File: src/rtl/icache_fetch_resp_pkg.sv
// icache_fetch_resp_pkg: shared fetch-line constants and the
// responder FSM state encoding.
package icache_fetch_resp_pkg;

  localparam int FETCH_LINE_BYTES = 16;
  localparam int FETCH_OFF_BITS   = $clog2(FETCH_LINE_BYTES);

  typedef enum logic [1:0] {
    ST_IDLE  = 2'd0,
    ST_REQ   = 2'd1,
    ST_WAIT  = 2'd2,
    ST_DRAIN = 2'd3
  } fetch_state_e;

endpackage

File: src/rtl/icache_fetch_reqq.sv
// icache_fetch_reqq: in-order circular queue of pending fetch requests.
// Ports: clk/rst, i_flush clears; i_push with {addr,id}; i_pop drops
// the head; o_count/o_full/o_empty status; o_head_addr/o_head_id.
module icache_fetch_reqq
  import icache_fetch_resp_pkg::*;
#(
  parameter  int PC_WIDTH = 32,
  parameter  int DEPTH    = 4,
  localparam int TAW      = PC_WIDTH - FETCH_OFF_BITS,
  localparam int PW       = $clog2(DEPTH),
  localparam int CW       = PW + 1
) (
  input  logic           clk,
  input  logic           rst,
  input  logic           i_flush,
  input  logic           i_push,
  input  logic [TAW-1:0] i_push_addr,
  input  logic [1:0]     i_push_id,
  input  logic           i_pop,
  output logic [CW-1:0]  o_count,
  output logic           o_full,
  output logic           o_empty,
  output logic [TAW-1:0] o_head_addr,
  output logic [1:0]     o_head_id
);

  logic [TAW-1:0] r_addr [DEPTH];
  logic [1:0]     r_id   [DEPTH];
  logic [PW-1:0]  r_wr_ptr;
  logic [PW-1:0]  r_rd_ptr;
  logic [CW-1:0]  r_count;

  logic w_push;
  logic w_pop;

  assign o_count     = r_count;
  assign o_full      = (r_count == CW'(DEPTH));
  assign o_empty     = (r_count == '0);
  assign o_head_addr = r_addr[r_rd_ptr];
  assign o_head_id   = r_id[r_rd_ptr];

  assign w_push = i_push & ~o_full;
  assign w_pop  = i_pop & ~o_empty;

  function automatic logic [PW-1:0] nxt(input logic [PW-1:0] p);
    return (p == PW'(DEPTH - 1)) ? '0 : p + 1'b1;
  endfunction

  // Entry storage needs no reset: validity is tracked by r_count.
  always_ff @(posedge clk) begin
    if (w_push) begin
      r_addr[r_wr_ptr] <= i_push_addr;
      r_id[r_wr_ptr]   <= i_push_id;
    end
  end

  always_ff @(posedge clk) begin
    if (rst || i_flush) begin
      r_wr_ptr <= '0;
      r_rd_ptr <= '0;
      r_count  <= '0;
    end else begin
      if (w_push) r_wr_ptr <= nxt(r_wr_ptr);
      if (w_pop)  r_rd_ptr <= nxt(r_rd_ptr);
      if (w_push && !w_pop)
        r_count <= r_count + 1'b1;
      else if (w_pop && !w_push)
        r_count <= r_count - 1'b1;
    end
  end

endmodule

File: src/rtl/icache_fetch_resp.sv
// icache_fetch_resp: IFU fetch responder. Queues tagged line requests,
// issues one memory read at a time, returns lines with their id.
// Ports: clk/rst; i_flush; IFU request (i_ifu_icache_*), stall and
// response (o_icache_ifu_*); memory read port (o_icache_mem_*,
// i_mem_icache_*).
module icache_fetch_resp
  import icache_fetch_resp_pkg::*;
#(
  parameter int PC_WIDTH   = 32,
  parameter int LINE_WIDTH = 128,
  parameter int DEPTH      = 4
) (
  input  logic                  clk,
  input  logic                  rst,
  input  logic                  i_flush,
  input  logic                  i_ifu_icache_vld,
  input  logic [PC_WIDTH-1:0]   i_ifu_icache_pc_addr,
  input  logic [1:0]            i_ifu_icache_id,
  output logic                  o_icache_ifu_stall,
  output logic                  o_icache_ifu_vld,
  output logic [1:0]            o_icache_ifu_id,
  output logic [LINE_WIDTH-1:0] o_icache_ifu_data,
  output logic                  o_icache_mem_req,
  output logic [PC_WIDTH-1:0]   o_icache_mem_addr,
  input  logic                  i_mem_icache_gnt,
  input  logic                  i_mem_icache_rvld,
  input  logic [LINE_WIDTH-1:0] i_mem_icache_rdata
);

  localparam int TAW = PC_WIDTH - FETCH_OFF_BITS;
  localparam int CW  = $clog2(DEPTH) + 1;

  fetch_state_e          r_state;
  logic                  r_mem_req;
  logic [PC_WIDTH-1:0]   r_mem_addr;
  logic                  r_vld;
  logic [1:0]            r_id;
  logic [LINE_WIDTH-1:0] r_data;

  logic                  w_accept;
  logic                  w_pop;
  logic [CW-1:0]         w_count;
  logic                  w_full;
  logic                  w_empty;
  logic [TAW-1:0]        w_head_addr;
  logic [1:0]            w_head_id;

  assign o_icache_ifu_stall = w_full | (r_state == ST_DRAIN);

  assign w_accept = i_ifu_icache_vld & ~o_icache_ifu_stall & ~i_flush;
  assign w_pop    = (r_state == ST_WAIT) & i_mem_icache_rvld
                  & ~i_flush & ~w_empty;

  icache_fetch_reqq #(
    .PC_WIDTH (PC_WIDTH),
    .DEPTH    (DEPTH)
  ) u_reqq (
    .clk         (clk),
    .rst         (rst),
    .i_flush     (i_flush),
    .i_push      (w_accept),
    .i_push_addr (i_ifu_icache_pc_addr[PC_WIDTH-1:FETCH_OFF_BITS]),
    .i_push_id   (i_ifu_icache_id),
    .i_pop       (w_pop),
    .o_count     (w_count),
    .o_full      (w_full),
    .o_empty     (w_empty),
    .o_head_addr (w_head_addr),
    .o_head_id   (w_head_id)
  );

  // The head cannot change while in REQ (pops only happen in WAIT),
  // so the address is captured once on entry to REQ.
  always_ff @(posedge clk) begin
    if (rst) begin
      r_state    <= ST_IDLE;
      r_mem_req  <= 1'b0;
      r_mem_addr <= '0;
      r_vld      <= 1'b0;
      r_id       <= '0;
      r_data     <= '0;
    end else begin
      r_vld <= 1'b0;
      if (i_flush) begin
        // A granted read is still owed data; DRAIN absorbs it.
        r_mem_req <= 1'b0;
        unique case (r_state)
          ST_REQ:
            r_state <= i_mem_icache_gnt ? ST_DRAIN : ST_IDLE;
          ST_WAIT:
            r_state <= i_mem_icache_rvld ? ST_IDLE : ST_DRAIN;
          ST_DRAIN:
            r_state <= ST_DRAIN;
          default:
            r_state <= ST_IDLE;
        endcase
      end else begin
        unique case (r_state)
          ST_IDLE: begin
            if (w_count != '0) begin
              r_state    <= ST_REQ;
              r_mem_req  <= 1'b1;
              r_mem_addr <= {w_head_addr, {FETCH_OFF_BITS{1'b0}}};
            end
          end
          ST_REQ: begin
            if (i_mem_icache_gnt) begin
              r_state   <= ST_WAIT;
              r_mem_req <= 1'b0;
            end
          end
          ST_WAIT: begin
            if (i_mem_icache_rvld) begin
              r_state <= ST_IDLE;
              r_vld   <= 1'b1;
              r_id    <= w_head_id;
              r_data  <= i_mem_icache_rdata;
            end
          end
          ST_DRAIN: begin
            if (i_mem_icache_rvld) r_state <= ST_IDLE;
          end
          default: r_state <= ST_IDLE;
        endcase
      end
    end
  end

  assign o_icache_ifu_vld  = r_vld;
  assign o_icache_ifu_id   = r_id;
  assign o_icache_ifu_data = r_data;
  assign o_icache_mem_req  = r_mem_req;
  assign o_icache_mem_addr = r_mem_addr;

endmodule

File: config.mk
export PLATFORM = sky130hd
export DESIGN_NAME = icache_fetch_resp
export DESIGN_NICKNAME = d
export VERILOG_FILES = /design/src/rtl/icache_fetch_resp_pkg.sv /design/src/rtl/icache_fetch_reqq.sv /design/src/rtl/icache_fetch_resp.sv
export SDC_FILE = /design/constraint.sdc
export NUM_CORES = 1
export LEC_CHECK = 0
export CAP_MARGIN = 5
export CORE_ASPECT_RATIO = 1.4
export CORE_UTILIZATION = 40
export CTS_BUF_LIST = sky130_fd_sc_hd__clkbuf_4 sky130_fd_sc_hd__clkbuf_8
export DETAILED_ROUTE_END_ITERATION = 10
export PLACE_DENSITY = 0.81
export SETUP_SLACK_MARGIN = 0.05
export SYNTH_ARGS = -nofsm -noshare
export SYNTH_HDL_FRONTEND = slang
export SYNTH_SLANG_ARGS = --single-unit
File: constraint.sdc
create_clock -name clk -period 6.6 [get_ports clk]
set_input_delay 0.99 -clock clk [delete_from_list [all_inputs] [get_ports clk]]
set_output_delay 0.99 -clock clk [all_outputs]
set_load 0.01 [all_outputs]
run_1/final_placement.png
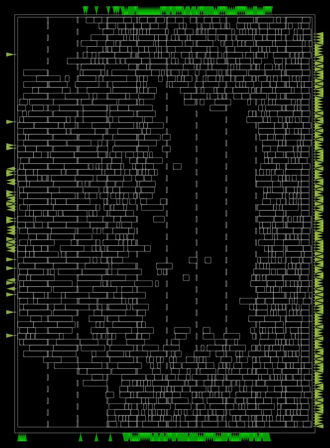
core box area: 0.02601 mm²
FILL cells: 2117
flop count: 289

run_1/gate_families.png
The bar under the picture is 50 µm long.
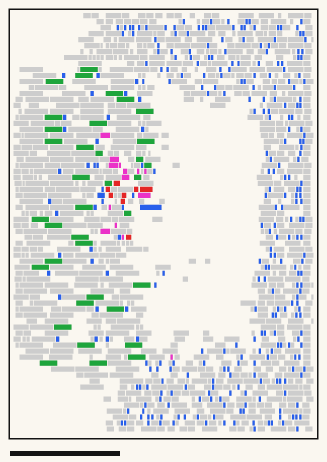
NOR gates: marked magenta, cells 14, most used nor2_1. multiplexers: marked green, cells 36, most used mux4_2. AND and OR gates: marked red, cells 8, most used or3_1. NAND gates: marked blue, cells 299, most used nand2_1.
Cell Count, Final, Fillers Out: 1603
fraction of area in multi-input gates: 21.78%
Commonest Layout Cell: clkdlybuf4s50_1

run_1/zoom.png
The bar under the picture is 10 µm long. Window x 57 to 82, y 46 to 71 µm. Cells in gray, sequential cells in the stronger gray; small squares are vias.
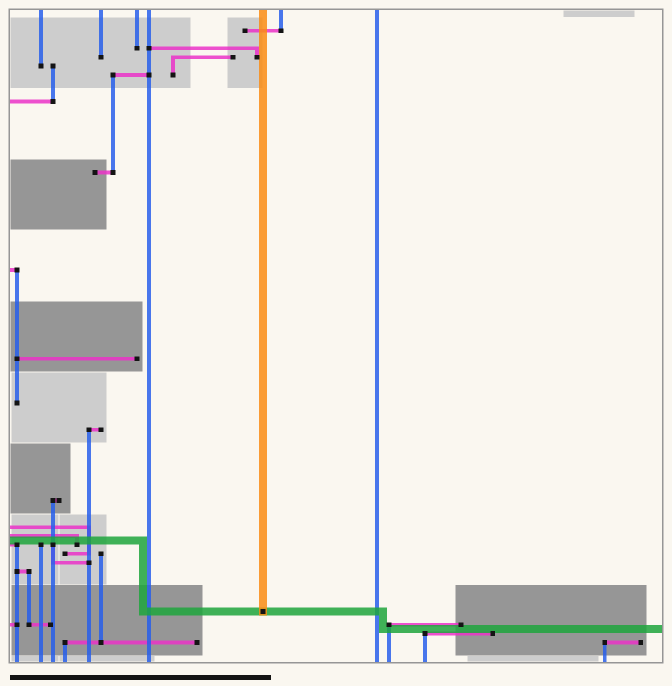
met3: marked green. met4: marked orange. met2: marked blue. met1: marked magenta.
8 logic cells have their middle in the window. Sequential cells in the window: 3. Most frequent: dfxtp_1 (3). Netlist names of flops here include `o_icache_mem_addr` (2), `o_icache_ifu_vld` (1).

==> impl_metrics.csv, run 1 <==
group,metric,value,unit
timing,fmax,0.2858,GHz
synthesis,yosysSeqAreaShare,66.13,%
synthesis,top_cell_area_share,34.11,%
timing,hold_viol,0,
global_route,antenna_found_initial,0,
layout,area_growth,40.69,%
worst_setup_path,crit_path_end_kind,"flop",
synthesis,ys_area,0.01057,mm²
synthesis,yosys_cells,936,
timing,rsz0062_at_grt,"no",
clocking,h-tree-depth,2,
die,chip_area,0.02708,mm²
placement,placedCellCount,1524,
clocking,clock_path_buffers,3,
clocking,clkSinkCount,289,
placement,portBuffers,324,
worst_hold_path,hp-start,"o_icache_ifu_data[3]",
synthesis,ys.flops,289,
status,outcome,"completed",
worst_setup_path,timing.critical_path.from,"i_flush",
-- run 1: layer usage --
layer / vias to the layer above / GRT usage, % / part of all wire, %
li1: 3866 / - / -
met4: 0 / 9.177 / 3.3
met2: 300 / 37.00 / 53
met3: 57 / 4.237 / 6.2
met1: 3866 / 21.43 / 37
met5: - / 0 / 0
-- run 1: stage by stage --
| stage | total power [µW] | utilization (%) | setup slack, ns |
|---|---|---|---|
| floorplan | 2073 | - | 2.515 |
| global placement | 2247 | 53.76 | 2.557 |
| detailed placement | 2256 | 53.76 | 2.492 |
| CTS | 3718 | 57.14 | 3.093 |
| global route | 3815 | 57.14 | 2.906 |
| finish | 3673 | 57.14 | 3.101 |
-- run 1: sequential cells by signal, indices dropped and copies added (netlist names) --
signal / cells
o_icache_ifu_id: 2
u_reqq.r_id: 8
r_state: 2
o_icache_mem_addr: 28
u_reqq.r_wr_ptr: 2
u_reqq.r_addr: 112
u_reqq.o_count: 3
u_reqq.r_rd_ptr: 2
o_icache_ifu_vld: 1
o_icache_ifu_data: 128
o_icache_mem_req: 1
-- run 1: worst reg2reg max path, cell delays in order (launching register included) --
cell,delay [ns]
dfxtp_1,0.52
and4bb_4,0.81
buf_4,0.71
nand2_1,0.25
a21oi_1,0.17
-- run 1: layout make-up --
| class | instances | share of cell area (%) |
|---|---|---|
| flip-flops and latches | 289 | 47.01 |
| well taps | 324 | 2.727 |
| inverters | 6 | 0.1515 |
| clock buffers | 60 | 5.050 |
| repair buffers | 336 | 22.41 |
| clock inverters | 19 | 0.8670 |
| multi-input cells | 569 | 21.78 |
-- run 1: layout by cell type (no fill, tap or decap), types with 5 or more instances in the layout --
cell type,instances
buf_4,13
o21ai_0,30
clkinv_2,8
clkinv_1,5
edfxtp_1,120
clkbuf_8,48
clkdlybuf4s50_1,323
clkbuf_4,12
mux4_2,30
dfxtp_1,168
inv_1,6
nand2_1,268
mux2i_1,6
nand3_1,29
ha_1,6
a21oi_1,162
nor2_1,7
-- run 1: where the power goes --
part / switching [µW] / internal [µW] / leakage [µW]
Clock: 672 / 784 / 0.000463
Sequential: 19.7 / 1900 / 0.00245
Combinational: 141 / 158 / 0.00196
-- run 1: kinds of logic (layout without fill, tap and decap cells) --
logic type               count (synthesis)  count (layout)  share of synthesized area [%]
adder cells (fa/ha/maj)                  7               7                         0.9000
multiplexers                            36              36                          6.964
flip-flops                             289             289                          66.13
other                                    1               4                        0.03549
XOR/XNOR                                 2               2                         0.1658
AND/OR/NAND/NOR                        321             321                          12.46
buffers and inverters                   81             421                          3.754
AND-OR/OR-AND                          199             199                          9.593
-- run 1: synthesized netlist by cell type, drive strengths merged --
library cell,count
clkbuf,37
or4,1
o21ai,32
nand3,30
nor4,1
a311oi,1
nand2,268
nor2,7
or3b,1
inv,6
a21oi,162
dfxtp,169
o221ai,1
edfxtp,120
buf,38
nor3,2
fa,1
and4bb,1
a21o,1
mux4,30
nor3b,4
or2,1
nand4bb,1
or3,4
ha,6
a221oi,2
xor2,2
mux2i,6
conb,1
--- run 2 (diff from run 1) ---
--- a/config.mk
+++ b/config.mk
@@ -10,7 +10,7 @@
 export CORE_UTILIZATION = 40
 export CTS_BUF_LIST = sky130_fd_sc_hd__clkbuf_4 sky130_fd_sc_hd__clkbuf_8
 export DETAILED_ROUTE_END_ITERATION = 10
-export PLACE_DENSITY = 0.81
+export PLACE_DENSITY = 0.84
 export SETUP_SLACK_MARGIN = 0.05
 export SYNTH_ARGS = -nofsm -noshare
 export SYNTH_HDL_FRONTEND = slang
==> constraint.sdc (replaced) <==
create_clock -name clk -period 3 [get_ports clk]
set_input_delay 0.45 -clock clk [delete_from_list [all_inputs] [get_ports clk]]
set_output_delay 0.45 -clock clk [all_outputs]
set_load 0.01 [all_outputs]
run_2/gate_families.png
The bar under the picture is 50 µm long.
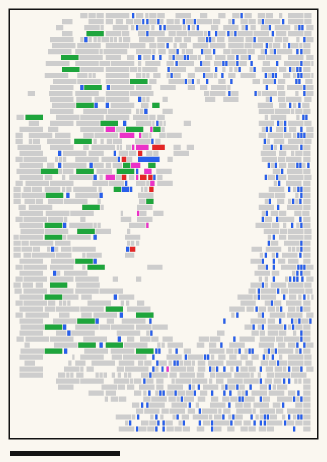
AND and OR gates: marked red, cells 8, most used or3_1, where center. multiplexers: marked green, cells 36, most used mux4_2. NAND gates: marked blue, cells 299, most used nand2_1. NOR gates: marked magenta, cells 14, most used nor2_1.
Cell Count, Final, Fillers Out: 1600
fraction of area in multi-input gates: 21.68%

run_2/wire_density.png
The die is cut into 28 by 39 equal tiles; black is low, pale yellow is high, scaled to the fullest tile. Values are wire area over tile area, all layers added.
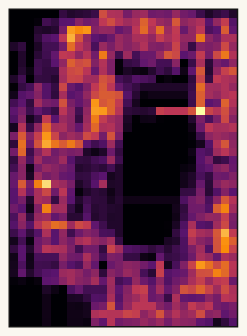
The mean over all tiles is 0.17. The densest ninth of the die: lower right. The fullest tile reaches 0.65.
final wirelength: 28.08 mm
DR vias: 8171
wire per inst: 17.55 µm

==> impl_metrics.csv, run 2 <==
group,metric,value,unit
status,outcome,"completed",
layout,fill_cells,2127,
worst_setup_path,crit_path_end_kind,"output port",
synthesis,edf_count,120,
synthesis,synthAoiAreaFrac,9.593,%
synthesis,ys.flops,289,
clocking,h-tree-depth,2,
timing,hold_viol,0,
synthesis,synthArstFlopShare,0,%
die,core_area,0.02601,mm²
clocking,clock_path_buffers,3,
synthesis,synth-xor-area-share,0.1658,%
synthesis,ys_sh_mux,6.964,%
timing,rsz0062_at_grt,"no",
drt,routed-wl-met2,14.76,mm
layout,largest_reg_flops,128,
synthesis,ys_area,0.01057,mm²
layout,final_cell_mix,"clkdlybuf4s50_1 (323), nand2_1 (268), dfxtp_1 (168)",
layout,area_growth,41.67,%
placement,placedCellCount,1529,
layout,lay_top_count,"clkdlybuf4s50_1",
timing,fmax,0.3874,GHz
clocking,clkSinkCount,289,
worst_setup_path,timing.critical_path.from,"u_reqq.o_count[2]",
synthesis,most_common_cell,"nand2_1",
synthesis,synthTopCellsByCount,"nand2_1 (268), dfxtp_1 (169), a21oi_1 (162), edfxtp_1 (120), clkbuf_1 (35)",
drt,top_layer_used,"met5",
run_2/zoom.png
The bar under the picture is 10 µm long. Window x 57 to 82, y 46 to 71 µm. Cells in gray, sequential cells in the stronger gray; small squares are vias.
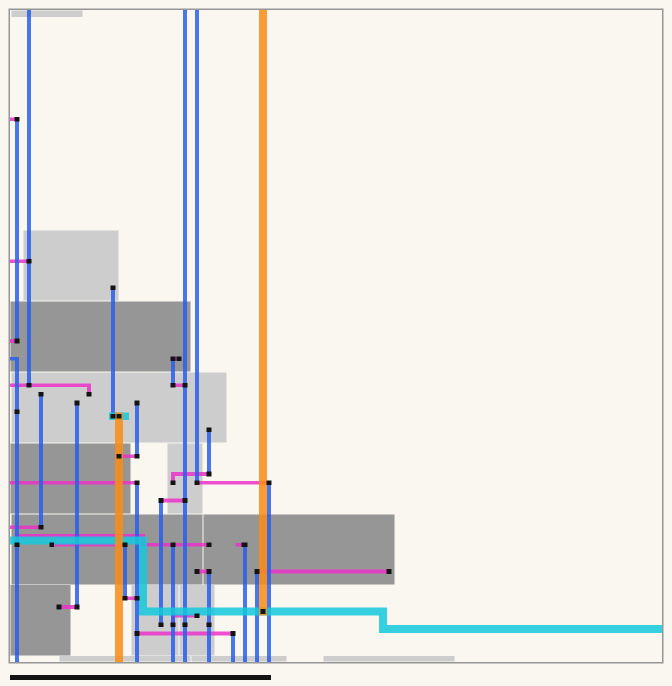
met2: marked blue. met3: marked cyan. met1: marked magenta. met4: marked orange.
Netlist names of flops here include `o_icache_ifu_id` (2), `u_reqq.r_id` (1). Sequential cells in the window: 3. Most frequent: nand2_1 (2), dfxtp_1 (2). 8 logic cells have their middle in the window.

## run 2: cell count changes in the layout (fill, tap and decap cells not counted), sizes merged
cell,change
inv,-2
bufinv,+2
clkinvlp,-1
clkinv,-7
buf,+5
## run 2: worst max-delay path: cells and delay by family (launching register included)
family	cells	cell delay (ns)
simple gates	2	0.62
buf+inv	1	0.55
flops	1	0.41
## run 2: layout make-up
type | instances | area (µm²) | area share, %
sequential | 289 | 6988 | 46.69
timing repair buffer | 341 | 3418 | 22.84
multi-input combinational | 569 | 3244 | 21.68
clock buffer | 60 | 757.0 | 5.057
tap | 324 | 405.4 | 2.708
clock inverter | 11 | 132.6 | 0.8861
inverter | 6 | 22.52 | 0.1505
## run 2: kinds of logic after synthesis
group / count (synthesis)
and+or+nand+nor: 321
DFF: 289
AOI/OAI and AO/OA: 199
buffers and inverters: 81
muxes: 36
adders and majority gates: 7
xor gates and xnor gates: 2
other: 1
## run 2: per-layer routing
metal / vias to the layer above / track usage, %
met1: 3863 / 21.51
li1: 3865 / -
met2: 363 / 37.74
met5: - / 0
met3: 78 / 5.420
met4: 2 / 10.41
## run 2: how the worst max path moves through the flow
| stage | end | slack [ns] | cells past startpoint |
|---|---|---|---|
| 2_1_floorplan | u_reqq.r_addr[0][0] | -0.54 | 3 |
| 3_3_place_gp | u_reqq.o_count[2] | 0.44 | 9 |
| 3_5_place_dp | u_reqq.o_count[2] | 0.36 | 9 |
| 4_1_cts | o_icache_ifu_stall | 0.38 | 3 |
| 5_1_grt | o_icache_ifu_stall | 0.32 | 3 |
| 6_report | o_icache_ifu_stall | 0.42 | 3 |
## run 2: power breakdown
group          switching [µW]  internal, µW  total (µW)  leakage, µW
clock network            1420          1880        3300     0.000464
registers                44.2          4180        4220      0.00245
logic                     317           361         678      0.00201
## run 2: per-stage QoR
stage	worst slack (ns)	utilization, %	power, µW	hold slack, ns	TNS [ns]
3_3_place_gp	0.4361	54.12	4958	0.4411	0
3_5_place_dp	0.3614	54.12	4976	0.4462	0
4_1_cts	0.3752	57.54	8283	0.2329	0
6_report	0.4186	57.54	8194	0.2840	0
2_1_floorplan	-0.5380	-	4561	0.4709	-48.42
5_1_grt	0.3191	57.54	8508	0.2667	0
Power is estimated from default activity; no workload was simulated.
